$ cat config.mk
export PLATFORM = sky130hd
export DESIGN_NAME = chunked_add_sub
export DESIGN_NICKNAME = d
export VERILOG_FILES = /design/src/rtl/chunked_add_sub.sv
export SDC_FILE = /design/constraint.sdc
export NUM_CORES = 1
export LEC_CHECK = 0
export ABC_AREA = 1
export ABC_CLOCK_PERIOD_IN_PS = 4800
export CORE_MARGIN = 4
export CORE_UTILIZATION = 42
export CTS_CLUSTER_SIZE = 30
export DETAILED_ROUTE_END_ITERATION = 10
export PLACE_DENSITY = 0.74
export SYNTH_ARGS = -nofsm -noshare
export SYNTH_HDL_FRONTEND = slang
export SYNTH_SLANG_ARGS = --single-unit
$ cat constraint.sdc
create_clock -name clk -period 4.8 [get_ports clk]
set_clock_uncertainty 0.2 [all_clocks]
set_input_delay 0.72 -clock clk [delete_from_list [all_inputs] [get_ports clk]]
set_output_delay 0.72 -clock clk [all_outputs]
set_load 0.02 [all_outputs]
$ cat src/rtl/chunked_add_sub.sv
// chunked_add_sub
//   Multi-cycle adder/subtractor. A WIDTH-bit add or subtract is processed
//   CHUNK bits per clock through one CHUNK-bit adder slice. The carry is kept
//   in a flop between chunks, so an operation takes N = WIDTH/CHUNK clocks.
//
// Parameters
//   WIDTH  operand/result width; must be an integer multiple of CHUNK
//   CHUNK  bits per cycle, 1 <= CHUNK <= WIDTH
//
// Ports
//   clk    clock, rising edge
//   rst    asynchronous active-high reset
//   start  request, accepted only in IDLE or DONE
//   sub    0: s = a + b + cin   1: s = a - b - cin
//   cin    carry-in (add) / borrow-in (sub)
//   a, b   operands (unsigned or two's complement)
//   busy   high while chunks are processed
//   done   one-cycle pulse when s/cout/ovf are valid
//   s      result, held until the next accepted start
//   cout   carry out of MSB (sub: 1 = no borrow)
//   ovf    signed overflow
module chunked_add_sub #(
  parameter int WIDTH = 16,
  parameter int CHUNK = 4
) (
  input  logic             clk,
  input  logic             rst,
  input  logic             start,
  input  logic             sub,
  input  logic             cin,
  input  logic [WIDTH-1:0] a,
  input  logic [WIDTH-1:0] b,
  output logic             busy,
  output logic             done,
  output logic [WIDTH-1:0] s,
  output logic             cout,
  output logic             ovf
);

  localparam int N     = WIDTH / CHUNK;
  localparam int IDX_W = (N > 1) ? $clog2(N) : 1;
  localparam logic [IDX_W-1:0] LAST_IDX = IDX_W'(N - 1);

  typedef enum logic [1:0] {ST_IDLE, ST_RUN, ST_DONE} state_t;

  state_t           state_q, state_d;
  logic [WIDTH-1:0] a_q, a_d;
  logic [WIDTH-1:0] b_q, b_d;
  logic [WIDTH-1:0] s_q, s_d;
  logic             carry_q, carry_d;
  logic             cout_q, cout_d;
  logic             ovf_q, ovf_d;
  logic [IDX_W-1:0] idx_q, idx_d;

  logic             accept;
  logic             last_chunk;
  logic [CHUNK-1:0] a_chunk, b_chunk, sum_chunk;
  logic             slice_cout;
  logic             msb_cin;

  assign accept     = start && ((state_q == ST_IDLE) || (state_q == ST_DONE));
  assign last_chunk = (idx_q == LAST_IDX);

  // Operand registers shift right one chunk per cycle, so the slice always
  // reads the low chunk and no variable-index mux is needed on the inputs.
  assign a_chunk = a_q[CHUNK-1:0];
  assign b_chunk = b_q[CHUNK-1:0];
  assign {slice_cout, sum_chunk} = {1'b0, a_chunk} + {1'b0, b_chunk}
                                 + {{CHUNK{1'b0}}, carry_q};
  // Carry into the slice's top bit, recovered from sum = a ^ b ^ carry_in.
  assign msb_cin = sum_chunk[CHUNK-1] ^ a_chunk[CHUNK-1] ^ b_chunk[CHUNK-1];

  // State register and datapath flops
  always_ff @(posedge clk or posedge rst) begin
    if (rst) begin
      state_q <= ST_IDLE;
      a_q     <= '0;
      b_q     <= '0;
      s_q     <= '0;
      carry_q <= 1'b0;
      cout_q  <= 1'b0;
      ovf_q   <= 1'b0;
      idx_q   <= '0;
    end else begin
      state_q <= state_d;
      a_q     <= a_d;
      b_q     <= b_d;
      s_q     <= s_d;
      carry_q <= carry_d;
      cout_q  <= cout_d;
      ovf_q   <= ovf_d;
      idx_q   <= idx_d;
    end
  end

  // Next-state logic
  always_comb begin
    state_d = state_q;
    unique case (state_q)
      ST_IDLE: if (start) state_d = ST_RUN;
      ST_RUN:  if (last_chunk) state_d = ST_DONE;
      ST_DONE: state_d = start ? ST_RUN : ST_IDLE;
      default: state_d = ST_IDLE;
    endcase
  end

  // Datapath next values
  always_comb begin
    a_d     = a_q;
    b_d     = b_q;
    s_d     = s_q;
    carry_d = carry_q;
    cout_d  = cout_q;
    ovf_d   = ovf_q;
    idx_d   = idx_q;
    if (accept) begin
      // Subtraction is a + ~b + 1; a borrow-in removes the +1.
      a_d     = a;
      b_d     = sub ? ~b : b;
      carry_d = cin ^ sub;
      idx_d   = '0;
      s_d     = '0;
      cout_d  = 1'b0;
      ovf_d   = 1'b0;
    end else if (state_q == ST_RUN) begin
      a_d     = a_q >> CHUNK;
      b_d     = b_q >> CHUNK;
      carry_d = slice_cout;
      idx_d   = idx_q + IDX_W'(1);
      for (int i = 0; i < N; i++) begin
        if (idx_q == IDX_W'(i)) s_d[i*CHUNK +: CHUNK] = sum_chunk;
      end
      if (last_chunk) begin
        cout_d = slice_cout;
        ovf_d  = msb_cin ^ slice_cout;
        idx_d  = '0;
      end
    end
  end

  // Outputs
  always_comb begin
    busy = (state_q == ST_RUN);
    done = (state_q == ST_DONE);
    s    = s_q;
    cout = cout_q;
    ovf  = ovf_q;
  end

endmodule

### Clock wiring as the flow saved it, run 1

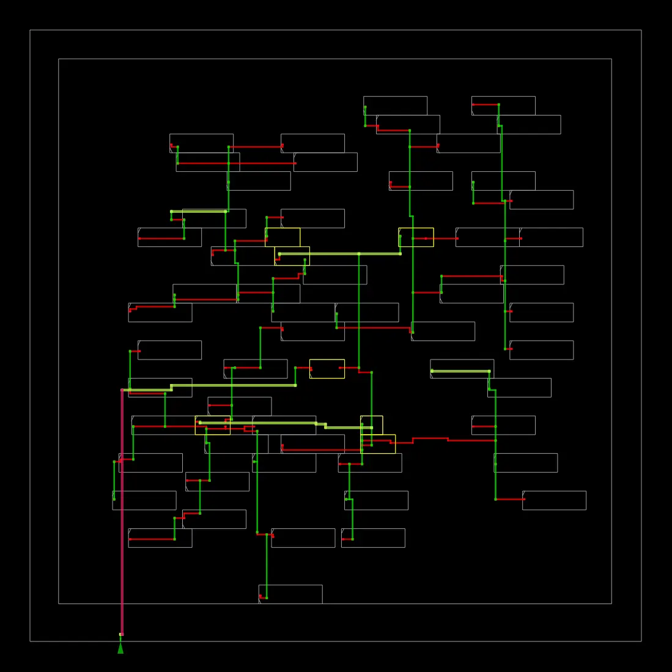
final-layout clock buffer total: 6
Seq cells: 55
Sink Count: 55

### Wires at chosen ports, followed through buffers, run 1

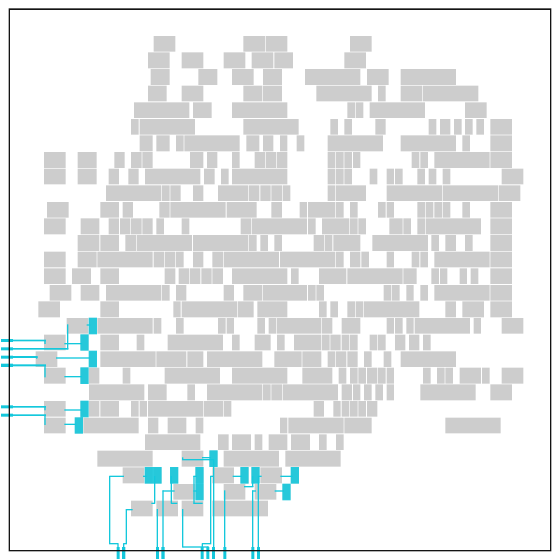
Cyan stands for a, bits 16, direction input, edge 10 south, 6 west, end cells 16, buffers 16, wire 201 um.

==> out/qor.csv, run 1 <==
metric,value,unit
final slew viol count,0,
slowest CP cell,clkdlybuf4s50_1,
CTS max path bufs,2,
DP Worst Slack,1602,ps
RSZ-0062 raised after global routing,no,
Clock Pin Slew Worst Setup and Hold Paths,100,ps
Crit path arrival time,2190,ps
Fmax,321.2,MHz
"Seq/Total Area, Yosys",0.5057,
drt drc,0,
final-report hold violation count,0,
status,completed,
antenna-violating nets left,0,
ys cells,316,
"Cell Chain, Critical Path",inv_1 -> nand2_1 -> inv_4 -> clkdlybuf4s50_1,
CP bufs+invs,3,
"delay-heaviest family, CP",buffers and inverters,
Top logic family,simple AND/OR/NAND/NOR gates,
number of cells on the critical path,4,
wire length of the first global-routing pass,9.128,mm
Via-to-Cell Ratio,4.950,
core area,6314,um^2
Fill cells,610,
syn_nets,362,
CP endpoint,busy,
initial antenna violation count,0,
yosys adder share,0.04690,
largest net degree at the start of global routing,56,
I/O Pins,57,
P_int,0.001229,W
"Cell Area, Synth",2721,um^2
post-cts repair resize count,0,
dominant logic cell type in the layout,nand2_1,
Post-CTS Setup Inserts,0,
pwr dens,648.0,nW/um^2
Pleak,1.640,nW
Max-Cap Viols,0,
fin crit period,3113,ps
Total GRT Usage,0.1481,
cell type with the largest total area,dfrtp_1,
Synth flops,55,
CTS tree,yes,
htree depth,2,
"commonest non-fill, non-tap cells in the layout","97 x nand2_1, 56 x clkdlybuf4s50_1, 55 x dfrtp_1",
Psw,0.0009680,W
Top-area cell share,0.5057,
Syn Area/Cell,8.612,um^2
area fraction in xor and xnor cells,0.05471,
number of OpenROAD warnings,29,
CP max FO,29,
reg2reg setup slack,2420,ps
share of cells above drive strength 1,0.02997,
### Metal layers overlaid, run 1

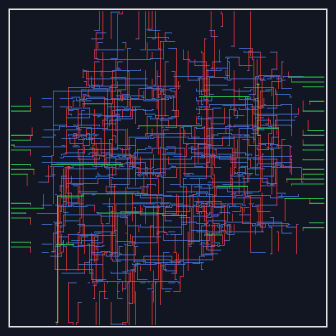
Red stands for metal 2, wire length 2610 um. Orange stands for metal 4, wire length 49.6 um. Blue stands for metal 1, wire length 2500 um. Green stands for metal 3, wire length 329 um.

==> run 1: layout make-up <==
type / instances / area (um^2) / area share
clock buffers: 6 / 82.58 / 0.02435
multi-input cells: 202 / 1084 / 0.3196
clock inverters: 1 / 8.758 / 0.002583
well taps: 77 / 96.34 / 0.02841
flip-flops and latches: 55 / 1376 / 0.4059
inverters: 46 / 175.2 / 0.05166
repair buffers: 57 / 568.0 / 0.1675
==> run 1: per-layer routing <==
| layer | GRT usage | wire length, um | up-vias |
|---|---|---|---|
| met4 | 0.03984 | 49 | 0 |
| met2 | 0.2468 | 2606 | 56 |
| met1 | 0.2002 | 2502 | 1033 |
| met5 | 0 | 0 | - |
| met3 | 0.02607 | 329 | 4 |
| li1 | - | - | 1105 |
==> run 1: worst min path at each step <==
stage / from / endpoint / slack [ps] / cells after the start
final: s[1] / s[1] / 280 / 2
after CTS: s[5] / s[5] / 290 / 2
after floorplan: b_q[2] / b_q[2] / 250 / 2
after global placement: s[13] / s[13] / 260 / 2
after detailed placement: s[5] / s[5] / 260 / 2
after global routing: s[1] / s[1] / 310 / 2
==> run 1: power groups by stage <==
stage                     Combinational (W)  Clock (W)  Sequential [W]
after CTS                           0.00118   0.000269        0.000769
final                               0.00116   0.000264        0.000769
after floorplan                    0.000741          0        0.000847
after global placement              0.00113          0        0.000772
after global routing                0.00134   0.000290        0.000793
after detailed placement            0.00117          0        0.000779
==> run 1: synth_stat cells <==
cell,instances
nand2_1,97
dfrtp_1,55
o21ai_0,45
inv_1,44
xor2_1,13
o221ai_1,11
ha_1,7
nand3_1,7
buf_2,5
a21oi_1,4
buf_4,4
nor2_1,4
o22ai_1,4
xnor2_1,4
buf_6,2
fa_1,2
o211ai_1,2
clkbuf_1,1
clkbuf_2,1
inv_2,1
inv_4,1
o21ai_1,1
or2_1,1
==> run 1: state kept, by name, indices dropped and copies added (netlist names) <==
register and count:
idx_q 2, b_q 16, a_q 16, s 16
ovf 1, carry_q 1, cout 1, state_q 2
==> run 1: stage by stage <==
stage            util  hold slack [ps]  instances  power (W)
2_1_floorplan       -            253.0        316   0.001589
6_report       0.5371            282.2        444   0.002197
4_1_cts        0.5371            285.7        444   0.002214
3_5_place_dp   0.5226            261.4        437   0.001947
5_1_grt        0.5371            311.7        444   0.002425
3_3_place_gp   0.5226            255.3        437   0.001901
==> run 1: worst reg2reg max path, stage by stage, from the launching register on <==
cell	delay, ps
dfrtp_1	370
or2_1	740
nand2_1	430
buf_4	340
o221ai_1	190
==> run 1: logic make-up after synthesis <==
kind of cell             after synthesis
AND/OR/NAND/NOR                      109
adder cells (fa/ha/maj)                9
XOR/XNOR                              17
buffers and inverters                 59
AND-OR/OR-AND                         67
flip-flops                            55
### Selected gate families, run 1

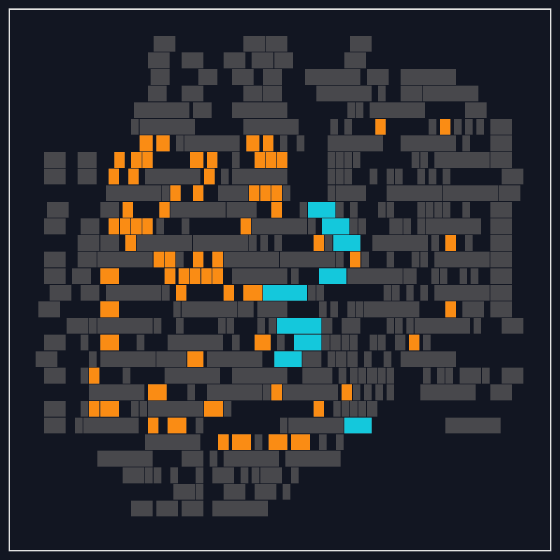

==> run 2, diff against run 1 <==
--- a/config.mk
+++ b/config.mk
@@ -6,7 +6,7 @@
 export NUM_CORES = 1
 export LEC_CHECK = 0
 export ABC_AREA = 1
-export ABC_CLOCK_PERIOD_IN_PS = 4800
+export ABC_CLOCK_PERIOD_IN_PS = 3000
 export CORE_MARGIN = 4
 export CORE_UTILIZATION = 42
 export CTS_CLUSTER_SIZE = 30
==> constraint.sdc (replaced) <==
create_clock -name clk -period 3 [get_ports clk]
set_clock_uncertainty 0.2 [all_clocks]
set_input_delay 0.45 -clock clk [delete_from_list [all_inputs] [get_ports clk]]
set_output_delay 0.45 -clock clk [all_outputs]
set_load 0.02 [all_outputs]
### Selected gate families, run 2

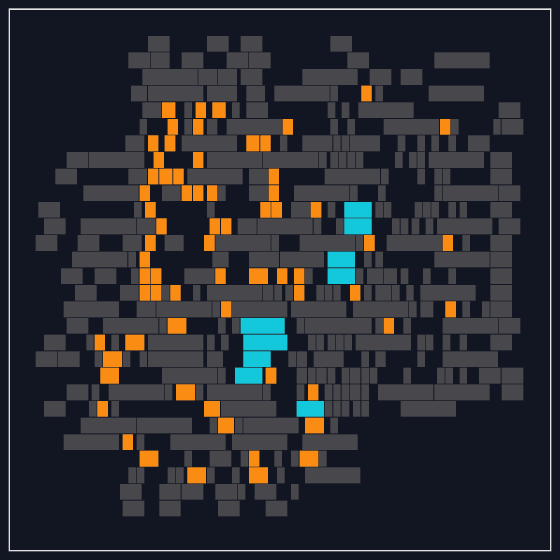
Cyan stands for adder and majority cells, cells 9, most used ha_1, where center. Orange stands for inverting AOI/OAI gates, cells 67, most used o21ai_0.

==> run 2 against run 1 <==
Flip-flop count unchanged. Combinational power is 66% higher. Synthesized area stayed put. Sequential power grew about 60%. Design area increased by 2.3%. Power increased by 66%. Non-clock buffer count is 5 higher. Sequential share of layout area shrank 0.89 points. Count of clock-buffer cells in the layout unchanged.
==> out/qor.csv, run 2 <==
metric,value,unit,change
"slowest stage delay, CP",600,ps,
ys cells,316,,unchanged
Startpoint Class,register,,
"Async S/R FF share, synth",1.000,,unchanged
antenna-violating nets left,0,,unchanged
Syn Area/Cell,8.612,um^2,unchanged
final slew viol count,0,,unchanged
Max-Cap Viols,0,,unchanged
CTS root buf,clkbuf_8,,
DP Worst Slack,665.8,ps,-935.7 ps
largest net degree at the start of global routing,34,,-39%
Sw Share,0.4310,,
Top-area cell share,0.5057,,unchanged
die height,88.50,um,
peak supply drop,0.5442,mV,
Pleak,1.682,nW,+2.5%
die area,7831,um^2,
clk_lat worst skew,310,ps,
Routed Wire Length,5.565,mm,
number of library cell types mapped by synthesis,23,,
top cells by count,"97 x nand2_1, 55 x dfrtp_1, 45 x o21ai_0",,
combinational power share,0.525,,
CTS tree,yes,,
yosys synthesis chip area,2721,um^2,
Synth flops,55,,unchanged
DRT Pass-1 Iters,4,,
initial antenna violation count,0,,unchanged
I/O Buffers,56,,
I/O Pins,57,,unchanged
Crit path required time,2350,ps,
Diodes inserted,0,,
Via-to-Cell Ratio,4.933,,-0.35%
Post-synth top flop,dfrtp_1,,
wire length of the first global-routing pass,9.321,mm,+2.1%
Slew @ Worst Pin,841.6,ps,
share of cells above drive strength 1,0.04558,,+0.01560
Slew headroom,0.4372,,
Final Wtd Congestion,0.7813,,
syn_nets,362,,unchanged
Post-synth EDFFs,0,,unchanged
Crit. End Element,output pin,,
htree depth,2,,unchanged
core area,6314,um^2,unchanged
Crit path arrival time,1540,ps,-650 ps
grt ovf,0,,
status,completed,,
"commonest non-fill, non-tap cells in the layout","97 x nand2_1, 56 x clkdlybuf4s50_1, 55 x dfrtp_1",,
Psw,0.001576,W,+63%
number of OpenROAD warnings,29,,unchanged
CP max FO,7,,-76%
area grow syn2layout,27.40,%,
setup TNS,0,ps,
fin crit period,2194,ps,
final-report hold violation count,0,,unchanged
via count,2220,,
"Cell Area, Synth",2721,um^2,unchanged
slowest CP cell,clkdlybuf4s50_1,,
Sink Count,55,,unchanged
CTS buffer count,5,,
clock network power share,0.139,,
Top area cell types,"dfrtp_1 51%, nand2_1 13%, o21ai_0 8.3%",,
vias in the first global route,2122,,
sequential power share,0.335,,
CTS max path bufs,2,,unchanged
CTS Hold Buffers Added,0,,
P_int,0.002080,W,+69%
cell type with the largest total area,dfrtp_1,,
post-cts repair resize count,0,,unchanged
dominant logic cell type in the layout,nand2_1,,
"count leader, synth",nand2_1,,
"Seq/Total Area, Yosys",0.5057,,unchanged
Die Wd,88.50,um,
RSZ-0062 raised after global routing,no,,
drt drc,0,,unchanged
Tightest Hold Check Type,reg2reg,,
reg2reg setup slack,990,ps,-1430 ps
Fmax,455.8,MHz,
Clock Pin Slew Worst Setup and Hold Paths,100,ps,about the same
"Cell Chain, Critical Path",inv_1 -> nand2_1 -> inv_4 -> clkdlybuf4s50_1,,
hpwl dp,4.008,mm,
Total GRT Usage,0.1537,,+0.005651
WL/cell,12.37,um,
Rows,29,,
DRT iter0 DRCs,133,,
Post-CTS Setup Inserts,0,,unchanged
pwr dens,1054,nW/um^2,+63%
### Metal layers overlaid, run 2

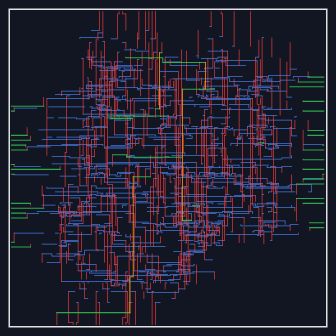
Green stands for metal 3, wire length 272 um. Blue stands for metal 1, wire length 2510 um. Red stands for metal 2, wire length 2680 um. Orange stands for metal 4, wire length 98.8 um.

## run 2: netlist changes by cell type in the layout (fill, tap and decap cells not counted), sizes merged
cell and delta:
buf +5, clkinv +1, inv -1, bufinv +1
## run 2: layer usage
layer  vias up  share of wire  global-route usage
li1       1111              -                   -
met3         9          0.049             0.03538
met2        52           0.48              0.2678
met1      1048           0.45              0.1870
met5         -              0                   0
met4         0          0.018             0.05357
## run 2: logic make-up after synthesis
kind of cell               count (synthesis)  share of synthesized area
and+or+nand+nor                          109                     0.1545
buffers and inverters                     59                    0.09609
xor gates and xnor gates                  17                    0.05471
DFF                                       55                     0.5057
AOI/OAI and AO/OA                         67                     0.1421
adders and majority gates                  9                    0.04690
## run 2: final cells by class
class | count | area (um^2)
fillers | 599 | 2846
repair buffers | 62 | 618.1
multi-input cells | 202 | 1084
inverters | 46 | 175.2
flip-flops and latches | 55 | 1376
well taps | 77 | 96.34
clock buffers | 6 | 82.58
clock inverters | 2 | 35.03
## run 2: metrics by stage
| stage | hold slack [ps] | cell area [um^2] | instances | total power [W] | util |
|---|---|---|---|---|---|
| floorplan | 253.0 | 2721 | 316 | 0.002542 | - |
| global placement | 254.9 | 3349 | 442 | 0.003088 | 0.5305 |
| detailed placement | 259.1 | 3349 | 442 | 0.003158 | 0.5305 |
| CTS | 282.9 | 3467 | 450 | 0.003685 | 0.5491 |
| global route | 303.9 | 3467 | 450 | 0.004016 | 0.5491 |
| finish | 276.8 | 3467 | 450 | 0.003656 | 0.5491 |
## run 2: worst max-delay path: cells and delay by family (launching register included)
family	cells	cell delay, ps
and+or+nand+nor	1	100
DFF	1	370
buffers and inverters	3	770
## run 2: power by group through the flow
stage	Sequential [W]	Clock, W	Combinational (W)
2_1_floorplan	0.00136	0	0.00119
3_3_place_gp	0.00124	0	0.00185
3_5_place_dp	0.00125	0	0.00191
4_1_cts	0.00123	0.000521	0.00193
5_1_grt	0.00127	0.000554	0.00220
6_report	0.00123	0.000510	0.00192
## run 2: final timing paths
kind / from / end / cells past startpoint
min reg2reg: s[5] / s[5] / 2
min in group asynchronous: rst / s[3] / 2
min: s[5] / s[5] / 2
max reg2reg: a_q[0] / s[10] / 7
max in group asynchronous: rst / a_q[9] / 3
max: state_q[1] / busy / 4
### Wires at chosen ports, followed through buffers, run 2

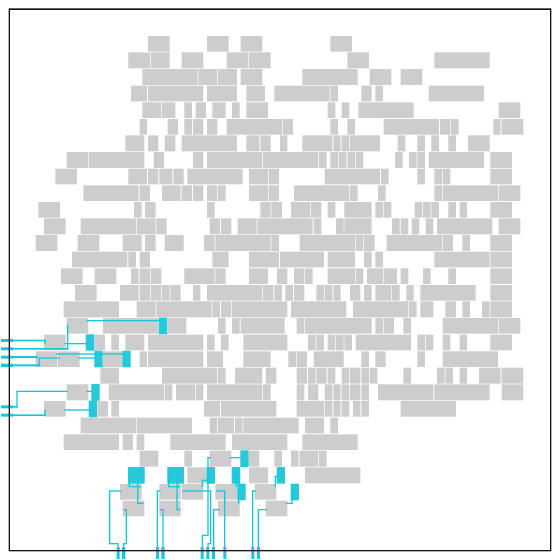

==> run 3, diff against run 2 <==
--- a/config.mk
+++ b/config.mk
@@ -6,7 +6,7 @@
 export NUM_CORES = 1
 export LEC_CHECK = 0
 export ABC_AREA = 1
-export ABC_CLOCK_PERIOD_IN_PS = 3000
+export ABC_CLOCK_PERIOD_IN_PS = 2270
 export CORE_MARGIN = 4
 export CORE_UTILIZATION = 42
 export CTS_CLUSTER_SIZE = 30
==> constraint.sdc (replaced) <==
create_clock -name clk -period 2.27 [get_ports clk]
set_clock_uncertainty 0.2 [all_clocks]
set_input_delay 0.3405 -clock clk [delete_from_list [all_inputs] [get_ports clk]]
set_output_delay 0.3405 -clock clk [all_outputs]
set_load 0.02 [all_outputs]
### Wires at chosen ports, followed through buffers, run 3

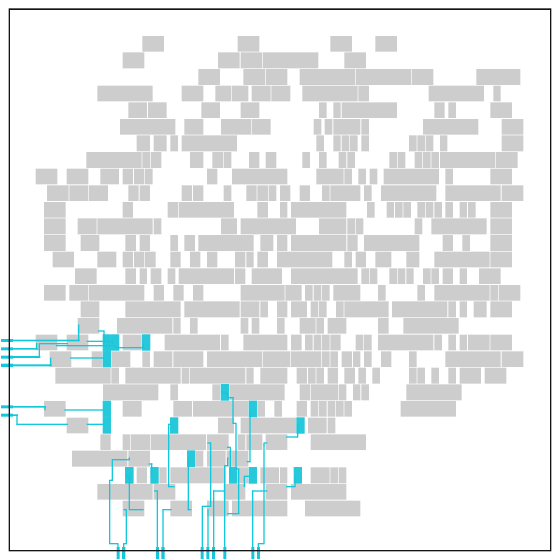
Cyan stands for a, bits 16, direction input, edge 10 south, 6 west, end cells 16, buffers 16, wire 296 um.

### Routed clock nets over the placement, run 3

Bar = 20 um.
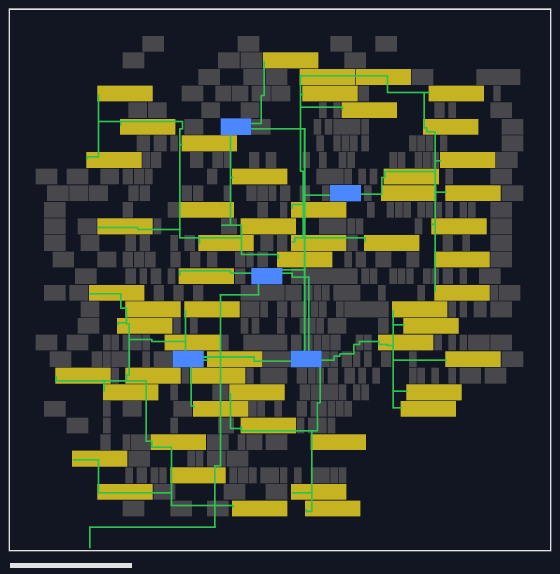
Yellow stands for flip-flops, count 55. Green stands for clock wires, length 674 um. Blue stands for clock drivers, count 5.
There are 6 routed clock nets.

==> run 3 against run 2 <==
Die size unchanged. Worst setup slack worse by 640 ps. Power rose by 31%. Hold slack got worse by 86 ps. Sequential power is 33% higher. Flip-flop count stayed put. Count of clock-buffer cells in the layout down 1. Critical path type unchanged. Largest cell class unchanged. Highest routed layer unchanged.
==> out/qor.csv, run 3 <==
metric,value,unit,change
status,completed,,
"delay-heaviest family, CP",buffers and inverters,,
clk_lat worst skew,310,ps,about the same
CP bufs+invs,3,,unchanged
Clock Pin Slew Worst Setup and Hold Paths,100,ps,about the same
"Cell Area, Placed",3377,um^2,+0.82%
Slew headroom,0.7662,,+0.3290
CTS root buf,clkbuf_8,,
htree depth,2,,unchanged
Crit path arrival time,1560,ps,+20 ps
R2R Path End,s[5],,
share of cells above drive strength 1,0.04813,,+0.002552
largest net degree at the start of global routing,56,,+65%
Crit path required time,1730,ps,-620 ps
via count,2219,,-0.045%
clock network power share,0.134,,-0.005
Top area cell types,"dfrtp_1 51%, nand2_1 13%, o21ai_0 8.3%",,
Final Power,0.004805,W,+31%
CP max FO,7,,unchanged
number of OpenROAD warnings,29,,unchanged
Final Wtd Congestion,0.8492,,+8.7%
Rows,29,,unchanged
Pleak,1.687,nW,+0.28%
P_int,0.002735,W,+31%
Tightest Hold Check Type,in2async,,
Routed Wire Length,5.576,mm,+0.20%
Top-area cell share,0.5057,,unchanged
Post-Layout Cell Count,451,,+0.22%
vias in the first global route,2170,,+2.3%
hpwl dp,4.062,mm,+1.3%
I/O Pins,57,,unchanged
sequential power share,0.339,,+0.004
"commonest non-fill, non-tap cells in the layout","97 x nand2_1, 56 x clkdlybuf4s50_1, 55 x dfrtp_1",,
peak supply drop,0.8940,mV,+64%
Total GRT Usage,0.1555,,+0.001806
Crit. End Element,output pin,,
CTS buffer count,5,,unchanged
wire length of the first global-routing pass,9.570,mm,+2.7%
ys cells,316,,unchanged
combinational power share,0.527,,+0.002
number of library cell types mapped by synthesis,23,,unchanged
area grow syn2layout,28.00,%,
reg2reg setup slack,320,ps,-670 ps
Post-synth EDFFs,0,,unchanged
I/O Buffers,56,,unchanged
setup TNS,0,ps,unchanged
-- run 3: cell counts after synthesis --
No cell type changed its count.
-- run 3: worst max path at each step --
stage | start | to | cells after the start | slack (ps)
2_1_floorplan | rst | a_q[0] | 1 | 390
3_3_place_gp | start | a_q[1] | 8 | 280
3_5_place_dp | start | a_q[1] | 8 | 250
4_1_cts | state_q[1] | busy | 4 | 160
5_1_grt | state_q[1] | busy | 4 | 120
6_report | state_q[1] | busy | 4 | 170
-- run 3: per-layer routing --
metal	track usage	vias up	wire, um	share of wire
met5	0	-	0	0
met2	0.2542	55	2673	0.48
met1	0.2072	1035	2518	0.45
met4	0.05907	0	119	0.021
li1	-	1119	-	-
met3	0.02700	10	264	0.047
-- run 3: cell type report --
| cell class | instances | area, um^2 |
|---|---|---|
| clock buffer | 5 | 68.82 |
| clock inverter | 2 | 37.54 |
| fill | 612 | 2830 |
| inverter | 46 | 175.2 |
| multi-input combinational | 202 | 1084 |
| sequential | 55 | 1376 |
| tap | 77 | 96.34 |
| timing repair buffer | 64 | 645.6 |
-- run 3: cell families after synthesis --
kind of cell | Yosys count | share of synthesized area
AOI/OAI and AO/OA | 67 | 0.1421
xor gates and xnor gates | 17 | 0.05471
adders and majority gates | 9 | 0.04690
buffers and inverters | 59 | 0.09609
DFF | 55 | 0.5057
and+or+nand+nor | 109 | 0.1545
-- run 3: worst reg2reg max path: stages (launching register included) --
cell and delay (ps):
dfrtp_1 370, inv_1 110, fa_1 190, inv_1 60
fa_1 480, inv_1 40, nor2_1 290, nand2_1 100
nand2_1 80
-- run 3: per-stage QoR --
stage	worst slack (ps)	util	hold slack (ps)
after floorplan	386.6	-	253.0
after global placement	275.9	0.5349	254.1
after detailed placement	247.5	0.5349	259.4
after CTS	162.6	0.5517	210.1
after global routing	120.7	0.5517	218.8
final	166.2	0.5517	191.2
-- run 3: power groups by stage --
| stage | registers (W) | clock network [W] | logic, W |
|---|---|---|---|
| 2_1_floorplan | 0.00179 | 0 | 0.00157 |
| 3_3_place_gp | 0.00163 | 0 | 0.00248 |
| 3_5_place_dp | 0.00165 | 0 | 0.00254 |
| 4_1_cts | 0.00163 | 0.000658 | 0.00256 |
| 5_1_grt | 0.00168 | 0.000702 | 0.00290 |
| 6_report | 0.00163 | 0.000642 | 0.00253 |
Power is estimated from default activity; no workload was simulated.
